File: config.mk
export PLATFORM = sky130hd
export DESIGN_NAME = velocity_stepper_flat
export DESIGN_NICKNAME = d
export VERILOG_FILES = /design/src/rtl/velocity_pkg.sv /design/src/rtl/velocity_stepper_if.sv /design/src/rtl/velocity_stepper_tick_divider.sv /design/src/rtl/velocity_stepper.sv /design/src/flat_wrapper.sv
export SDC_FILE = /design/constraint.sdc
export NUM_CORES = 1
export LEC_CHECK = 0
export CORE_UTILIZATION = 60
export CTS_CLUSTER_DIAMETER = 150
export DETAILED_ROUTE_END_ITERATION = 7
export PLACE_DENSITY = 0.83
export SLEW_MARGIN = 20
export SYNTH_ARGS = -nofsm -noshare
export SYNTH_HDL_FRONTEND = slang
export SYNTH_SLANG_ARGS = --single-unit
File: constraint.sdc
create_clock -name CLK_50MHz -period 8.06 [get_ports CLK_50MHz]
set_clock_uncertainty 0.05 [all_clocks]
set_input_delay 0.806 -clock CLK_50MHz [delete_from_list [all_inputs] [get_ports CLK_50MHz]]
set_output_delay 0.806 -clock CLK_50MHz [all_outputs]
set_load 0.01 [all_outputs]
File: src/rtl/velocity_pkg.sv
// Shared constants for the velocity stepper: FSM encoding and datapath widths.
package velocity_pkg;

  localparam int unsigned VEL_W = 6;   // velocity word width
  localparam int unsigned ACC_W = 11;  // accumulator width, holds ACC_LIMIT-1 + 63

  localparam logic [0:0] ST_IDLE = 1'b0;
  localparam logic [0:0] ST_RUN  = 1'b1;

endpackage

File: src/rtl/velocity_stepper_if.sv
// Control/status bundle between the velocity source, the stepper and the display logic.
interface velocity_stepper_if #(
  parameter int unsigned POS_BITS = 10
) ();
  import velocity_pkg::*;

  logic                vel_strobe;
  logic [VEL_W-1:0]    velocity;
  logic                start;
  logic                stop;
  logic [POS_BITS-1:0] position;
  logic                moving;
  logic                step_pulse;
  logic                wrap_pulse;
  logic                dir;

  // Source/controller side
  modport master (
    output vel_strobe, velocity, start, stop,
    input  position, moving, step_pulse, wrap_pulse, dir
  );

  // Stepper side
  modport slave (
    input  vel_strobe, velocity, start, stop,
    output position, moving, step_pulse, wrap_pulse, dir
  );

endinterface

File: src/rtl/velocity_stepper_tick_divider.sv
// Free-running divider producing a one-cycle integration tick every TICK_MOD clocks.
module tick_divider #(
  parameter int unsigned TICK_MOD = 50000
) (
  input  logic CLK_50MHz,
  input  logic reset,
  output logic tick
);

  localparam int unsigned CNT_W = (TICK_MOD > 1) ? $clog2(TICK_MOD) : 1;
  localparam logic [CNT_W-1:0] CNT_LAST = CNT_W'(TICK_MOD - 1);

  logic [CNT_W-1:0] r_count;

  assign tick = (r_count == CNT_LAST);

  // Count 0..TICK_MOD-1 and wrap on the tick cycle
  always_ff @(posedge CLK_50MHz) begin
    if (reset) begin
      r_count <= '0;
    end else if (tick) begin
      r_count <= '0;
    end else begin
      r_count <= r_count + CNT_W'(1);
    end
  end

endmodule

File: src/rtl/velocity_stepper.sv
// Velocity stepper: integrates a strobed 6-bit velocity into a wrapping (or bouncing) position.
// Optional feature macro: BOUNCE_EN (reverse direction at the ends instead of wrapping).
module velocity_stepper
  import velocity_pkg::*;
#(
  parameter int unsigned TICK_MOD  = 50000,
  parameter int unsigned ACC_LIMIT = 1000,
  parameter int unsigned POS_MAX   = 639,
  parameter int unsigned POS_BITS  = 10
) (
  input  logic               CLK_50MHz,
  input  logic               reset,
  velocity_stepper_if.slave  bus
);

  localparam logic [ACC_W-1:0]    ACC_LIM  = ACC_W'(ACC_LIMIT);
  localparam logic [POS_BITS-1:0] POS_LAST = POS_BITS'(POS_MAX);

  logic                r_s1, r_s2, r_s3;
  logic                w_load;
  logic [VEL_W-1:0]    r_vel_q;
  logic [0:0]          r_state, w_state_d;
  logic                w_tick;
  logic [ACC_W-1:0]    r_acc, w_sum;
  logic                w_run_tick, w_step;
  logic [POS_BITS-1:0] r_pos, w_pos_d;
  logic                r_dir, w_dir_d, w_wrap_d;
  logic                r_step_pulse, r_wrap_pulse;

  tick_divider #(
    .TICK_MOD (TICK_MOD)
  ) u_tick (
    .CLK_50MHz (CLK_50MHz),
    .reset     (reset),
    .tick      (w_tick)
  );

  // Strobe synchroniser plus rising-edge detect; velocity captured on the edge cycle
  always_ff @(posedge CLK_50MHz) begin
    if (reset) begin
      r_s1    <= 1'b0;
      r_s2    <= 1'b0;
      r_s3    <= 1'b0;
      r_vel_q <= '0;
    end else begin
      r_s1 <= bus.vel_strobe;
      r_s2 <= r_s1;
      r_s3 <= r_s2;
      if (w_load) r_vel_q <= bus.velocity;
    end
  end

  assign w_load = r_s2 & ~r_s3;

  // Next-state: stop wins over a simultaneous start
  always_comb begin
    w_state_d = r_state;
    case (r_state)
      ST_IDLE: if (bus.start && !bus.stop) w_state_d = ST_RUN;
      ST_RUN:  if (bus.stop) w_state_d = ST_IDLE;
      default: w_state_d = ST_IDLE;
    endcase
  end

  // FSM state register
  always_ff @(posedge CLK_50MHz) begin
    if (reset) r_state <= ST_IDLE;
    else       r_state <= w_state_d;
  end

  // Old vel_q is used even when a load lands on the tick cycle
  assign w_sum      = r_acc + ACC_W'(r_vel_q);
  assign w_run_tick = (r_state == ST_RUN) && w_tick;
  assign w_step     = w_run_tick && (w_sum >= ACC_LIM);

  // Next position/direction for a step
  always_comb begin
    w_pos_d  = r_pos;
    w_dir_d  = r_dir;
    w_wrap_d = 1'b0;
`ifdef BOUNCE_EN
    if (!r_dir) begin
      if (r_pos == POS_LAST) begin
        w_pos_d  = POS_LAST - POS_BITS'(1);
        w_dir_d  = 1'b1;
        w_wrap_d = 1'b1;
      end else begin
        w_pos_d = r_pos + POS_BITS'(1);
      end
    end else begin
      if (r_pos == '0) begin
        w_pos_d  = POS_BITS'(1);
        w_dir_d  = 1'b0;
        w_wrap_d = 1'b1;
      end else begin
        w_pos_d = r_pos - POS_BITS'(1);
      end
    end
`else
    if (r_pos == POS_LAST) begin
      w_pos_d  = '0;
      w_wrap_d = 1'b1;
    end else begin
      w_pos_d = r_pos + POS_BITS'(1);
    end
`endif
  end

  // Accumulator, position and output pulses
  always_ff @(posedge CLK_50MHz) begin
    if (reset) begin
      r_acc        <= '0;
      r_pos        <= '0;
      r_dir        <= 1'b0;
      r_step_pulse <= 1'b0;
      r_wrap_pulse <= 1'b0;
    end else begin
      r_step_pulse <= w_step;
      r_wrap_pulse <= w_step & w_wrap_d;
      if (w_run_tick) r_acc <= w_step ? (w_sum - ACC_LIM) : w_sum;
      if (w_step) begin
        r_pos <= w_pos_d;
        r_dir <= w_dir_d;
      end
    end
  end

  assign bus.position   = r_pos;
  assign bus.moving     = (r_state == ST_RUN);
  assign bus.step_pulse = r_step_pulse;
  assign bus.wrap_pulse = r_wrap_pulse;
  assign bus.dir        = r_dir;

endmodule

File: src/flat_wrapper.sv
// flat-port wrapper written by rule: the top's interface ports become plain ports
module velocity_stepper_flat import velocity_pkg::*;
#(
  parameter int unsigned TICK_MOD  = 50000,
  parameter int unsigned ACC_LIMIT = 1000,
  parameter int unsigned POS_MAX   = 639,
  parameter int unsigned POS_BITS  = 10
)
  (CLK_50MHz, reset, bus_vel_strobe, bus_velocity, bus_start, bus_stop, bus_position, bus_moving, bus_step_pulse, bus_wrap_pulse, bus_dir);
  velocity_stepper_if #(.POS_BITS(POS_BITS)) bus_i ();
  input  logic CLK_50MHz;
  input  logic reset;
  input wire logic [$bits(bus_i.vel_strobe)-1:0] bus_vel_strobe;
  input wire logic [$bits(bus_i.velocity)-1:0] bus_velocity;
  input wire logic [$bits(bus_i.start)-1:0] bus_start;
  input wire logic [$bits(bus_i.stop)-1:0] bus_stop;
  output wire logic [$bits(bus_i.position)-1:0] bus_position;
  output wire logic [$bits(bus_i.moving)-1:0] bus_moving;
  output wire logic [$bits(bus_i.step_pulse)-1:0] bus_step_pulse;
  output wire logic [$bits(bus_i.wrap_pulse)-1:0] bus_wrap_pulse;
  output wire logic [$bits(bus_i.dir)-1:0] bus_dir;
  assign bus_i.vel_strobe = bus_vel_strobe;
  assign bus_i.velocity = bus_velocity;
  assign bus_i.start = bus_start;
  assign bus_i.stop = bus_stop;
  assign bus_position = bus_i.position;
  assign bus_moving = bus_i.moving;
  assign bus_step_pulse = bus_i.step_pulse;
  assign bus_wrap_pulse = bus_i.wrap_pulse;
  assign bus_dir = bus_i.dir;
  velocity_stepper #(.TICK_MOD(TICK_MOD), .ACC_LIMIT(ACC_LIMIT), .POS_MAX(POS_MAX), .POS_BITS(POS_BITS)) u_core (.CLK_50MHz(CLK_50MHz), .reset(reset), .bus(bus_i));
endmodule
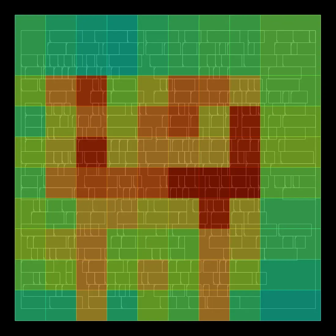
(run_1/congestion.png)
gr busiest metal: met2
met2 Use GR: 42.5%
grt met1 use: 36.0%
utilization after layout: 73.2%

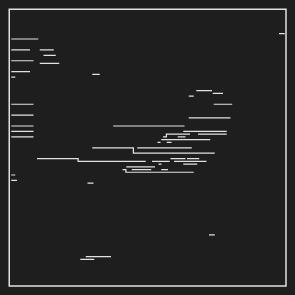
(run_1/layer_met3.png)
Drawn at 4 px/µm.
longest straight run	20.2 µm
main direction	horizontal

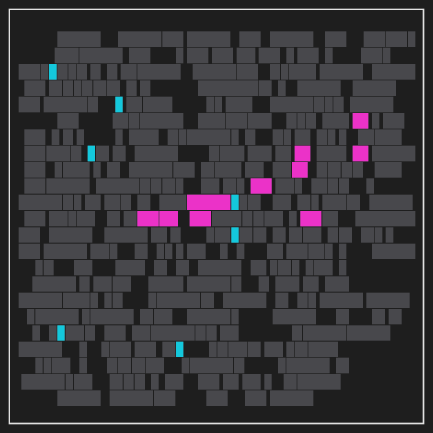
(run_1/logic_types.png)
Drawn at 6 px/µm.
colour	family	cells	most used
cyan	inverters	7	inv_1
magenta	AND-OR and OR-AND gates	10	a21o_1

## run 1: stage by stage
step                      power [W]  hold WS (ps)  cell area, µm²  utilization [%]
after global placement     0.000275           380            2930             70.7
final                      0.000426           401            3040             73.2
after CTS                  0.000432           407            3030             73.1
after global routing       0.000444           424            3040             73.2
after detailed placement   0.000276           388            2930             70.7
after floorplan            0.000267           364            2680                -
## run 1: placed cells by master (no fill, tap or decap), types with 8 or more instances in the layout
cell type,netlist,layout
or3_1,13,13
dfxtp_1,49,49
nor2_1,41,41
nand3_1,16,16
a21oi_1,21,21
nand2_1,29,29
mux2i_1,8,8
o21ai_0,9,9
xnor2_1,8,8
ha_1,9,9
clkdlybuf4s50_1,0,23
## run 1: kinds of logic (layout without fill, tap and decap cells)
group | Yosys count | in the layout | synth area share [%]
AND-OR/OR-AND | 63 | 63 | 17.6
AND/OR/NAND/NOR | 144 | 144 | 28.0
buffers and inverters | 18 | 39 | 2.71
multiplexers | 13 | 13 | 5.10
XOR/XNOR | 15 | 15 | 4.91
flip-flops | 49 | 49 | 36.7
other | 1 | 1 | 0.140
adder cells (fa/ha/maj) | 10 | 10 | 4.96
## run 1: power breakdown
| group | switching (W) | leakage (nW) | total, W | internal [W] |
|---|---|---|---|---|
| logic | 0.0000123 | 0.640 | 0.0000232 | 0.0000110 |
| clock network | 0.0000855 | 0.0478 | 0.000156 | 0.0000707 |
| registers | 0.00000201 | 0.396 | 0.000247 | 0.000245 |
| total | 0.0000998 | 1.08 | 0.000426 | 0.000327 |
## run 1: state kept, by name, indices dropped and copies added, names as in the netlist
signal,cells
u_core.bus.moving,1
u_core.r_s2,1
u_core.r_vel_q,6
u_core.r_s1,1
u_core.bus.position,10
u_core.r_acc,11
u_core.r_s3,1
u_core.u_tick.r_count,16
u_core.bus.step_pulse,1
u_core.bus.wrap_pulse,1
==> results.cfg, run 1 <==
; flow metrics
[outcome]
status = finished, final reports clean

[floorplanning]
ios = 25
core_area_um2 = 4140
die_h_um = 68.8
initial_core_util_pct = 64.6
taps = 50
placementRows = 23
die_w_um = 68.8
die_area_um2 = 4730

[sta]
period_minus_slack_ps = 3520
hold_viol = 0
setup_ws_ps = 4540
slew_headroom_pct = 51.3
rsz0062_at_grt = false
fmax_mhz = 284
setup_viol = 0
drv_slew = 0
fin_crit_sh_pct = 43.7
fin_tns_setup_ps = 0
max_slew.worst_pin.slew_ps = 730

[critical_path]
startpoint_type = flop
critPathMaxFanout = 7
cp.arrival_ps = 3690
worstPathCellList = ha_1 -> fa_1 -> and3_4 -> o21ai_0 -> nand2_1 -> ha_1 -> inv_1 -> o2111a_4 -> a21oi_4 -> or4_4 -> a2111oi_4
critPathMostFrequentCell = ha_1
r2r_end = u_core.r_acc[9]
crit_cells = 11
reg2regPathDepth = 11
r2r_slack_ps = 4540
worstPathRequired_ps = 8230
cpPeakStageDelay_ps = 540
r2r_start = u_core.r_acc[0]
setup.worst_path.start = u_core.r_acc[0]
endpoint = u_core.r_acc[9]
path_class = reg2reg
cp.buffers_inverters = 1

[drt]
met1_length_um = 2730
met2_length_um = 2620
routedWlPerCell_um = 14.9
dr.pass1.iters = 5
drc = 0
wl_met3_um = 277
drt_iter0_drc = 321
wirelength_um = 5730
drt.antenna.violating_nets = 0
viasPerCell = 6.20

[clock_tree]
cts_tree = done
clock_tree.buffer_depth = 2
hold_buffers = 0
htreeDepth = 2
ctsResizeCount = 0
cts_setup_buffers = 0
clk_latency_ps = 320
cts_buffers = 5

[global_route]
antenna_found_initial = 0
grt_pass1_vias = 2149
grt_pass1_wl_um = 9500
grt_max_degree = 33
gr-usage-met3_pct = 5.26
grt_usage_pct = 27.2
overflow = 0

[power_and_ir_drop]
irDropWorstVdd_mv = 0.0991
power_density_nw_per_um2 = 141
total_leakage_power_nw = 1.08

[synth]
synth_cell_type_count = 55
ys_async_sr_fraction_pct = 0
ys_seq_share_pct = 36.7
yosys_warnings = 0
top_area_share_pct = 36.7
yosys-top-cells-area = dfxtp_1 (37%), nor2_1 (5.8%), ha_1 (4.2%)
flop_cell = dfxtp_1
yosysCellCount = 313
largest_area_cell = dfxtp_1
ys.flops = 49
syn_inst = 313
syn_area_um2 = 2680
netlist_top_cells_count = dfxtp_1 (49), nor2_1 (41), nand2_1 (29), a21oi_1 (21), nand3_1 (16)
syn_avg_cell_area_um2 = 8.55
fp_nets = 334

[finish]
inv_count = 7
design.seq.count = 49
n_clock_buffer = 6
area.combinational_um2 = 1630
combAreaFraction_pct = 53.7
seq_share_pct = 32.3
buffers = 24
nFillCells = 336
logic_gate_count = 246
nNetsFinal = 354
seq_area_um2 = 981
buffer_area_share_pct = 7.83
antenna_cells = 0
areaGrowthSynthToFinish_pct = 13.4

[placed_design]
dp.cells = 376
dp_slack_ps = 4400
port_buffers = 23

[worst_hold_path]
min_path_cells = 1
hold_path_class = reg2reg
holdPathEnd = u_core.r_s2
min_from = u_core.r_s1

[job]
openroad.warnings = 26
drv_cap = 0
==> inputs of run 2 (changes only) <==
--- a/config.mk
+++ b/config.mk
@@ -5,10 +5,10 @@
 export SDC_FILE = /design/constraint.sdc
 export NUM_CORES = 1
 export LEC_CHECK = 0
-export CORE_UTILIZATION = 60
+export CORE_UTILIZATION = 57
 export CTS_CLUSTER_DIAMETER = 150
 export DETAILED_ROUTE_END_ITERATION = 7
-export PLACE_DENSITY = 0.83
+export PLACE_DENSITY = 0.79
 export SLEW_MARGIN = 20
 export SYNTH_ARGS = -nofsm -noshare
 export SYNTH_HDL_FRONTEND = slang
==> constraint.sdc (replaced) <==
create_clock -name CLK_50MHz -period 3.5 [get_ports CLK_50MHz]
set_clock_uncertainty 0.05 [all_clocks]
set_input_delay 0.35 -clock CLK_50MHz [delete_from_list [all_inputs] [get_ports CLK_50MHz]]
set_output_delay 0.35 -clock CLK_50MHz [all_outputs]
set_load 0.01 [all_outputs]
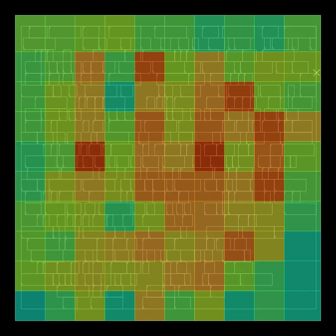
(run_2/congestion.png)
met3 Use GR: 4.04%
WL per Instance: 13.7 µm
total track usage: 22.0%
grt met1 use: 30.3%
met2 Use GR: 35.1%

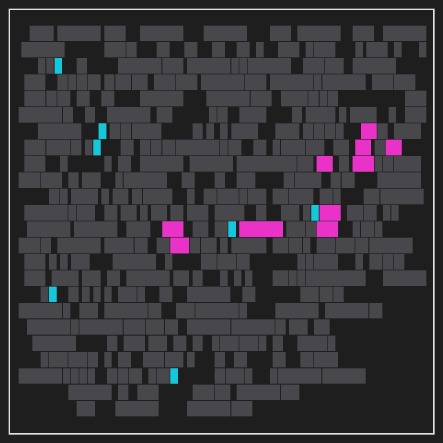
(run_2/logic_types.png)
Drawn at 6 px/µm.
colour	family	cells	most used
magenta	AND-OR and OR-AND gates	10	a21o_1
cyan	inverters	7	inv_1

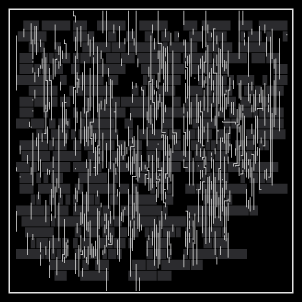
(run_2/layer_met2.png)
Drawn at 4 px/µm.
share of all routed wire	46%
main direction	vertical
wire length on this layer	2450 µm

==> run 2 against run 1 <==
The run now ends with design-rule violations left. Clock power grew 130%. Area after synthesis unchanged. Worst hold slack is essentially flat. Sequential power is 130% higher. Die size grew 5.1%. Global-route usage fell by 5.2 points. Sequential share of layout area down 0.21 points. Largest cell class unchanged.
==> results.cfg, run 2 <==
; flow metrics
[outcome]
status = finished, violations left
violations = design-rule violations

[clock_tree]
clock_tree.buffer_depth = 2
clk_pin_slew_worst_paths_ps = 90
cts_buffers = 5
clock_sinks = 49
hold_buffers = 0
cts-root-buf = clkbuf_8
cts_tree = done
htreeDepth = 2
ctsResizeCount = 0
cts_setup_buffers = 0
clk_latency_ps = 310

[synth]
yosys-top-cells-area = dfxtp_1 (37%), nor2_1 (5.8%), ha_1 (4.2%)
flop_cell = dfxtp_1
ys_async_sr_fraction_pct = 0
yosysCellCount = 313
most_common_cell = dfxtp_1
edf_count = 0
ys.flops = 49
ys_seq_share_pct = 36.7
synth_cell_type_count = 55
fp_nets = 334
ys_area_um2 = 2680
yosys_warnings = 0
syn_avg_cell_area_um2 = 8.55
top_area_share_pct = 36.7
syn_area_um2 = 2680
syn_inst = 313
netlist_top_cells_count = dfxtp_1 (49), nor2_1 (41), nand2_1 (29), a21oi_1 (21), nand3_1 (16)
largest_area_cell = dfxtp_1

[finish]
nNetsFinal = 357
post-route-util_pct = 68.8
fin_cells = 389
regMostFlops = u_core.u_tick.r_count
largest_register_ffs = 16
areaGrowthSynthToFinish_pct = 14.2
final_layout_top_logic_cells = dfxtp_1 (49), nor2_1 (41), nand2_1 (29), clkdlybuf4s50_1 (23), a21oi_1 (21)
antenna_cells = 0
post_route_cells_drive_above_1_share_pct = 8.31
final_common_cell = dfxtp_1
design_area_um2 = 3060

[critical_path]
cpPeakStageDelay_ps = 530
startpoint_type = flop
path_class = reg2reg
cp.arrival_ps = 3530
worstPathRequired_ps = 3660
worstPathCellList = ha_1 -> fa_1 -> and3_4 -> or3_4 -> a2111oi_4 -> o2111a_4 -> a21oi_4 -> or4_4 -> a2111oi_4
worst_path_dominant_cell_family = simple AND/OR/NAND/NOR gates
cp.buffers_inverters = 0
critPathMaxFanout = 7
crit_path_end_kind = flop
critPathMostFrequentCell = a2111oi_4
cp_slowest_cell = or4_4

[drt]
dr.pass1.iters = 6
viasPerCell = 5.88
drt_iter0_drc = 170
drt.antenna.violating_nets = 0
vias = 2289
drc = 2
wirelength_um = 5340

[sta]
hold_viol = 0
fmax_mhz = 297
fin_crit_sh_pct = 96.1
rsz0062_at_grt = false
max_slew.worst_pin.slew_ps = 662
drv_slew = 0
fin_tns_setup_ps = 0
setup_viol = 0
setup_ws_ps = 136
period_minus_slack_ps = 3360
slew_headroom_pct = 55.8
fin_hold_ws_ps = 400

[power_and_ir_drop]
total_power_w = 0.000987
total_leakage_power_nw = 1.10
irDropWorstVdd_mv = 0.314
power_density_nw_per_um2 = 323

[placed_design]
placed_cell_area_um2 = 2960
dp_slack_ps = 183
dp.cells = 381
dpl.hpwl_um = 3820
place.gp.congestion = 0.838
port_buffers = 23

[global_route]
overflow = 0
antenna_found_initial = 0
grt_max_degree = 33
grt_pass1_vias = 1981
grt_pass1_wl_um = 8890

[floorplanning]
ios = 25
die_area_um2 = 4970
placementRows = 24
die_h_um = 70.5
initial_core_util_pct = 60.2
core_area_um2 = 4440
die_w_um = 70.5

[job]
drv_cap = 0
openroad.warnings = 26

[worst_hold_path]
hold_path_class = reg2reg
[run 2: cell families (layout without fill, tap and decap cells)]
family	Yosys count	count (layout)	synth area share, %
AND/OR/NAND/NOR	144	144	28.0
AND-OR/OR-AND	63	63	17.6
flip-flops	49	49	36.7
buffers and inverters	18	42	2.71
XOR/XNOR	15	15	4.91
multiplexers	13	13	5.10
adder cells (fa/ha/maj)	10	10	4.96
other	1	1	0.140
[run 2: where the power goes]
part / internal (W) / leakage, nW / switching [W] / total [W]
clock: 0.000164 / 0.0518 / 0.000202 / 0.000366
sequential: 0.000564 / 0.396 / 0.00000473 / 0.000569
combinational: 0.0000251 / 0.653 / 0.0000270 / 0.0000521
total: 0.000754 / 1.10 / 0.000233 / 0.000987
[run 2: worst paths after layout]
| kind | start | endpoint | slack (ps) | cells past startpoint |
|---|---|---|---|---|
| max | u_core.r_acc[0] | u_core.r_acc[9] | 140 | 9 |
| max reg2reg | u_core.r_acc[0] | u_core.r_acc[9] | 140 | 9 |
| min | u_core.r_s1 | u_core.r_s2 | 400 | 1 |
| min reg2reg | u_core.r_s1 | u_core.r_s2 | 400 | 1 |
[run 2: routing by layer]
layer / routed length [µm] / part of all wire, % / vias up / global-route usage (%)
li1: - / - / 1168 / -
met2: 2450 / 46 / 47 / 35.1
met1: 2590 / 48 / 1068 / 30.3
met4: 54 / 1.0 / 0 / 7.03
met3: 251 / 4.7 / 6 / 4.04
met5: 0 / 0 / - / 0
[run 2: final cells by class]
class	instances	area [µm²]
clock buffers	6	82.6
clock inverters	2	17.5
fillers	366	1390
inverters	7	26.3
multi-input cells	246	1620
flip-flops and latches	49	981
well taps	52	65.1
repair buffers	27	260
Power is estimated from default activity; no workload was simulated.
